$ cat config.mk
export PLATFORM = sky130hd
export DESIGN_NAME = led_chase_ctrl
export DESIGN_NICKNAME = d
export VERILOG_FILES = /design/src/rtl/led_chase_ctrl_pkg.sv /design/src/rtl/led_chase_ctrl_tick_gen.sv /design/src/rtl/led_chase_ctrl.sv
export SDC_FILE = /design/constraint.sdc
export NUM_CORES = 1
export LEC_CHECK = 0
export CORE_MARGIN = 8
export CORE_UTILIZATION = 55
export CTS_BUF_LIST = sky130_fd_sc_hd__clkbuf_4 sky130_fd_sc_hd__clkbuf_8 sky130_fd_sc_hd__clkbuf_16
export DETAILED_ROUTE_END_ITERATION = 12
export GPL_TIMING_DRIVEN = 0
export PLACE_DENSITY = 0.75
export REMOVE_ABC_BUFFERS = 1
export SLEW_MARGIN = 25
export SYNTH_ARGS = -nofsm -noshare
export SYNTH_HDL_FRONTEND = slang
export SYNTH_SLANG_ARGS = --single-unit
export TNS_END_PERCENT = 10
$ cat constraint.sdc
create_clock -name clk -period 3.55 [get_ports clk]
set_input_delay 0.5325 -clock clk [delete_from_list [all_inputs] [get_ports clk]]
set_output_delay 0.5325 -clock clk [all_outputs]
set_load 0.02 [all_outputs]
$ cat src/rtl/led_chase_ctrl_pkg.sv
// led_chase_ctrl_pkg: state encoding, direction constants and default step period for the LED chaser.
package led_chase_ctrl_pkg;
   typedef enum logic [1:0] {IDLE = 2'd0, RUN = 2'd1, PAUSE = 2'd2} state_t;
   localparam logic DIR_UP = 1'b0;
   localparam logic DIR_DOWN = 1'b1;
   localparam int unsigned DEFAULT_CLK_DIV = 100_000_000;
endpackage

$ cat src/rtl/led_chase_ctrl_tick_gen.sv
// tick_gen: prescaler counting 0..DIV-1 while enabled, freezing when disabled, with a one-cycle tick at DIV-1.
module tick_gen
   import led_chase_ctrl_pkg::*;
#(
   parameter int unsigned DIV = DEFAULT_CLK_DIV
) (
   input  logic clk,
   input  logic reset,
   input  logic en,
   input  logic clr,
   output logic tick
);
   localparam int W = $clog2(DIV);
   localparam logic [W-1:0] LAST = W'(DIV - 1);
   logic [W-1:0] cnt;
   assign tick = en && cnt == LAST;
   always_ff @(posedge clk) begin
      if (reset || clr) cnt <= '0;
      else if (en) cnt <= tick ? '0 : cnt + 1'b1;
   end
endmodule

$ cat src/rtl/led_chase_ctrl.sv
// led_chase_ctrl: start/stop/clear LED chaser stepping ledIdx 1..LAST_IDX every CLK_DIV cycles.
// Define LED_CHASE_BOUNCE_EN to ping-pong instead of wrapping.
module led_chase_ctrl
   import led_chase_ctrl_pkg::*;
#(
   parameter int unsigned CLK_DIV  = DEFAULT_CLK_DIV,
   parameter int unsigned LAST_IDX = 15
) (
   input  logic       clk,
   input  logic       reset,
   input  logic       startBtn,
   input  logic       stopBtn,
   input  logic       clearBtn,
   output logic [3:0] ledIdx,
   output logic       running,
   output logic       wrapPulse
);
   localparam logic [3:0] TOP = 4'(LAST_IDX);
   state_t state, state_n;
   logic [3:0] led_n;
   logic wrap_n, run_en, tick, start;
   // a stop on a tick cycle disables the prescaler, so it freezes at DIV-1 and the step is not taken
   assign run_en = state == RUN && !clearBtn && !stopBtn;
   assign start = state == IDLE && state_n == RUN;
   tick_gen #(.DIV(CLK_DIV)) u_tick (
      .clk(clk),
      .reset(reset),
      .en(run_en),
      .clr(clearBtn),
      .tick(tick)
   );
   always_comb begin
      state_n = state;
      if (clearBtn) state_n = IDLE;
      else if (stopBtn) state_n = state == RUN ? PAUSE : state;
      else if (startBtn && state != RUN) state_n = RUN;
   end
`ifdef LED_CHASE_BOUNCE_EN
   logic dir, dir_n;
   always_comb begin
      dir_n = dir;
      led_n = ledIdx;
      wrap_n = 1'b0;
      if (clearBtn || start) begin
         led_n = clearBtn ? 4'd0 : 4'd1;
         dir_n = DIR_UP;
      end else if (tick) begin
         if (dir == DIR_UP && ledIdx == TOP) begin
            led_n = TOP - 4'd1;
            dir_n = DIR_DOWN;
         end else if (dir == DIR_DOWN && ledIdx == 4'd2) begin
            led_n = 4'd1;
            dir_n = DIR_UP;
            wrap_n = 1'b1;
         end else led_n = dir == DIR_UP ? ledIdx + 4'd1 : ledIdx - 4'd1;
      end
   end
   always_ff @(posedge clk) begin
      if (reset) dir <= DIR_UP;
      else dir <= dir_n;
   end
`else
   always_comb begin
      led_n = ledIdx;
      wrap_n = 1'b0;
      if (clearBtn) led_n = 4'd0;
      else if (start) led_n = 4'd1;
      else if (tick) begin
         wrap_n = ledIdx == TOP;
         led_n = wrap_n ? 4'd1 : ledIdx + 4'd1;
      end
   end
`endif
   always_ff @(posedge clk) begin
      if (reset) begin
         state <= IDLE;
         ledIdx <= '0;
         running <= 1'b0;
         wrapPulse <= 1'b0;
      end else begin
         state <= state_n;
         ledIdx <= led_n;
         running <= state_n == RUN;
         wrapPulse <= wrap_n;
      end
   end
endmodule

==> results.yml <==
# physical design summary
die:
  rows: 20
  fp.dieW_um: 70.7
  fp_util: 0.556
  chip_area_sq_um: 4990
  coreArea_sq_um: 2950
critical_path:
  endpoint: "u_tick.cnt[19]"
  worstPathRequired_ns: 3.75
  r2r-end: "u_tick.cnt[19]"
  critical_path.cell_chain: "clkdlybuf4s50_1, or2_1, nor4_2, buf_4, nand3_2, nand2_1, nor2_1"
  reg2reg_from: "state[0]"
  arrival_ns: 3.12
  rr_worst_depth: 6
  ff2ff_setup_slack_ns: 0.92
  crit_start: "stopBtn"
  critPathKind: "in -> reg"
  cp.buffers_inverters: 2
  critPathMaxFanout: 22
  cp-end-kind: "flop"
detailed_routing:
  wl_met2_um: 1680
  wl_met1_um: 1370
  first_pass_iters: 4
  vias_per_cell: 5.75
  drc: 0
synth:
  ys_sh_mux: 0.0122
  simple_gate_area_frac: 0.337
  synth_warnings: 0
  synthAoiAreaFrac: 0.0526
  synth_area_sq_um: 1640
  synth_adder_area_share: 0.0152
  ys_cells: 190
  flop_cell: "dfxtp_1"
  top_cell_area_share: 0.427
  top_logic_kind: "simple AND/OR/NAND/NOR gates"
  async_reset_ff_frac: 0
  area_leaders: "dfxtp_1, xor2_1, nor2_1, nand4_1, nand3_1"
  syn_avg_cell_area_sq_um: 8.65
finish:
  largest_class: "combinational gates"
  buffer_area_frac: 0.0587
  inverters: 3
  post-route-util: 0.621
  seq_share: 0.382
  area_growth_pct: 11.7
  reg.largest.list: "u_tick.cnt: 27 flops, ledIdx: 4 flops, state: 2 flops"
  n_antenna_cell: 0
  seqCellArea_sq_um: 701
  top_register: "u_tick.cnt"
  largest_reg_flops: 27
  buffers: 11
  clock_buffers: 8
  final-clk-cell-share: 0.0396
power_and_ir_drop:
  seqPwrFrac: 0.589
  sequentialPower_mw: 0.395
  intPower_mw: 0.526
  powerDensity_nw_per_um2: 365
  pg_comb_mw: 0.0207
  p_sw_frac: 0.215
  p_comb_frac: 0.031
final_timing:
  worst_slew_pin_slew_ns: 0.779
  max_freq_mhz: 343
  slew_headroom: 0.479
  setup_viol: 0
  post-route-min-period_ns: 2.92
  hold_viol_final: 0
clock_tree:
  clockRootBuffer: "clkbuf_4"
  cts_tree: "built"
  numClockSinks: 35
  cts.clk_slew.worst_paths_ns: 0.10
  numCtsBuffers: 5
  cts_resized: 0
job:
  drv_cap: 0
  openroad.warnings: 25
global_routing:
  grt_overflow_total: 0
  grt_pass1_vias: 1317
  global_route.usage.met2: 0.243
  grt_pass1_wl_um: 5540
min_path:
  holdPathStages: 2
  holdPathEnd: "ledIdx[3]"
  hold_start: "ledIdx[3]"
place:
  dp.final_hpwl_um: 2350
run_status:
  status: "finished, final reports clean"
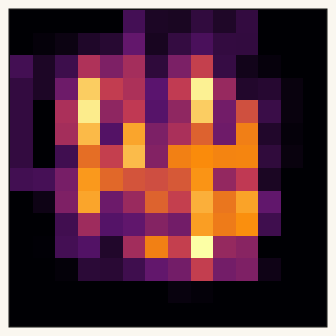
(images/metal_density.png)
14 x 14 tiles, from black (low) to pale yellow (high), scaled to the fullest tile. Values are wire area over tile area, all layers added.
emptiest ninth of the die = bottom left
tiles over half the peak = 20%
densest ninth of the die = middle
wire per inst: 13.7 um
GRT Total Usage: 0.138
routed via count: 1351

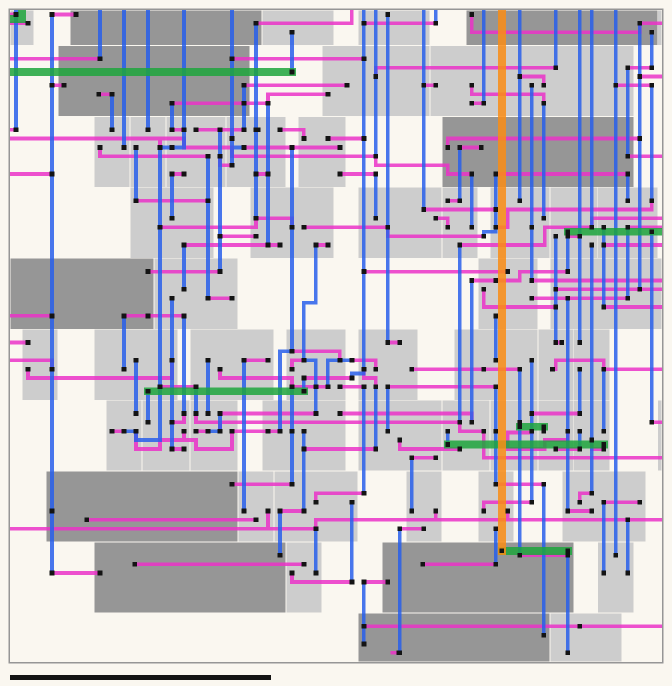
(images/detail.png)
The bar under the picture is 10 um long. Window x 23 to 48, y 9 to 34 um. Cells in gray, sequential cells in the stronger gray; small squares are vias.
blue -> metal 2
green -> metal 3
orange -> metal 4
magenta -> metal 1
cells with their middle in the window = 49
netlist names of flops here include = `u_tick.cnt` (7)
most frequent = nor2_1 (11), xor2_1 (9), dfxtp_1 (7)
sequential cells in the window = 7

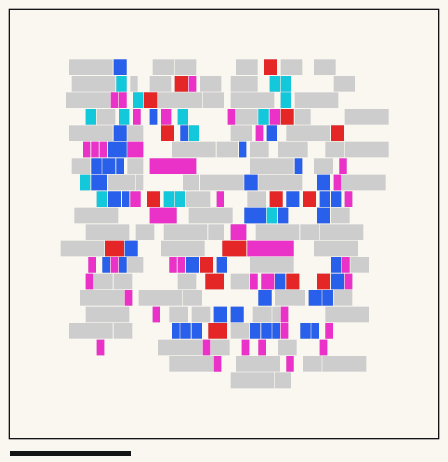
(images/logic_types.png)
The bar under the picture is 20 um long.
red -> and/or cells  # cells 16
cyan -> aoi and oai cells  # cells 15
blue -> nand cells  # cells 43
magenta -> nor cells  # cells 42
Cell Count, Final, Fillers Out: 235
Comb/total area: 0.491
most frequent logic cell in the layout: dfxtp_1

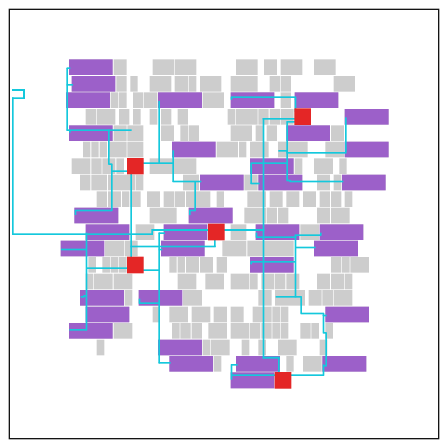
(images/clk_routes.png)
cyan -> clock wires  # length 431 um
purple -> flip-flops  # count 35
red -> clock drivers  # count 5
routed clock nets = 6
Worst Clk Skew: 0.00867 ns
clock group total power: 0.254 mW
Worst-Skew Late Latency: 0.34 ns
Clock power frac: 0.380

Power and IR drop assume default switching activity.
